**I/O pins on the die edge**

Drawn at 6 px/um. Pins as bars across the die edge, other pins in grey.
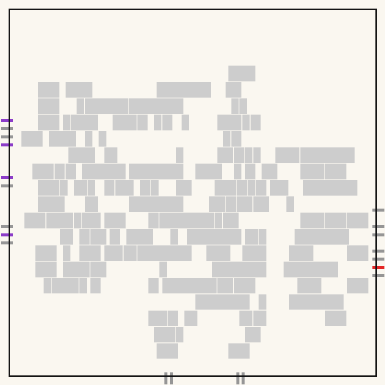
**Cell area per tile**

Drawn at 6 px/um. The die is cut into 6 by 6 equal tiles; black is low, pale yellow is high, 0 to 100% covered.
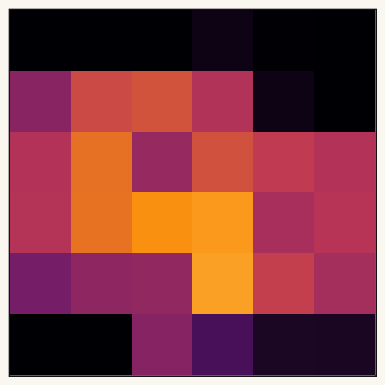
**Placement by cell class**

Drawn at 4 px/um.
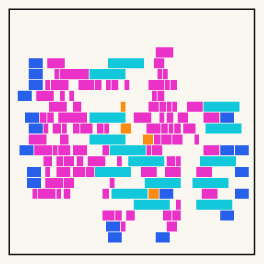
Design mod_addsub_pipe_flat, sky130hd; sources not shown.
==> impl_metrics.ini <==
; flow metrics
[layout]
non_clock_buffer_area_share = 0.143
largest_register_ff_count = 6
inv_count = 10
combAreaFraction = 0.480
area.combinational_um2 = 637

[logic_synthesis]
synth.most_common_cell = dfrtp_1
synthTopCellsByCount = dfrtp_1 (15), nand2_1 (11), ha_1 (10)
synthCells = 113
dominantRegCellSynth = dfrtp_1
synth.lib_cells_used.distinct = 32
yosys.area_share.xor_xnor = 0.0163

[status]
run_status = complete, no violations

[cts]
h-tree-depth = 1
inserted_clock_buffers = 3

[timing]
fin_skew_ps = 7.50
tightest_slew_ps = 638

[critical_path]
timing.critical_path.slowest_stage_cell = clkdlybuf4s50_1
cp_num_cells = 3
reg2reg_slack_ps = 3020

[power_and_ir_drop]
p_sw_frac = 0.367

[min_path]
worst_hold_path_type = flip-flop to flip-flop
timing.hold.worst_path_depth = 1

[detailed_routing]
detail_route.vias_per_cell = 4.75
drc = 0

[die]
io-pin-count = 20
Notes on 'I/O pins on the die edge' above:
| colour | port | pins | direction | edge |
|---|---|---|---|---|
| purple | `bus_y` | 4 | input | left |
| red | `bus_err` | 1 | output | right |
all pins by edge: 9 left, 7 right, 4 bottom
die span in x: 60.9 um
count of buffers inserted at the top-level ports: 19
die height: 60.9 um

Notes on 'cell area per tile' above:
nearly empty tiles: 22%
fullest tile: 79%
emptiest ninth of the die: top right
densest ninth of the die: middle
mean over tiles: 34%
initial cell density of the core: 0.322
placeable core region: 3340 um2
share of the core filled with cells in the final layout: 0.397

Notes on 'placement by cell class' above:
| colour | class | cells | share of their area |
|---|---|---|---|
| orange | clock drivers and dummy loads | 4 | 2.1% |
| blue | other buffers and delay cells | 19 | 15% |
| cyan | flip-flops | 15 | 30% |
| magenta | all other logic | 95 | 53% |
Core Rows: 21
sequential cell area share: 0.283
Final Instance Area: 1330 um2

logic make-up (layout without fill, tap and decap cells):
kind of cell               Yosys count  after routing
xor gates and xnor gates             2              2
DFF                                 15             15
muxes                                9              9
adders and majority gates           12             12
buffers and inverters               13             33
and+or+nand+nor                     32             32
AOI/OAI and AO/OA                   30             30
per-layer routing:
layer,vias up,track usage,part of all wire
met3,6,0.0256,0.035
met1,382,0.155,0.45
met5,-,0,0
met4,0,0.0487,0.015
li1,436,-,-
met2,26,0.235,0.50
metrics by stage:
step | cells | hold WS, ps | total power, W
global placement | 175 | 473 | 0.000357
detailed placement | 175 | 493 | 0.000363
CTS | 179 | 513 | 0.000434
finish | 179 | 508 | 0.000430
floorplan | 113 | 439 | 0.000298
global route | 179 | 525 | 0.000465
Power and IR drop assume default switching activity.
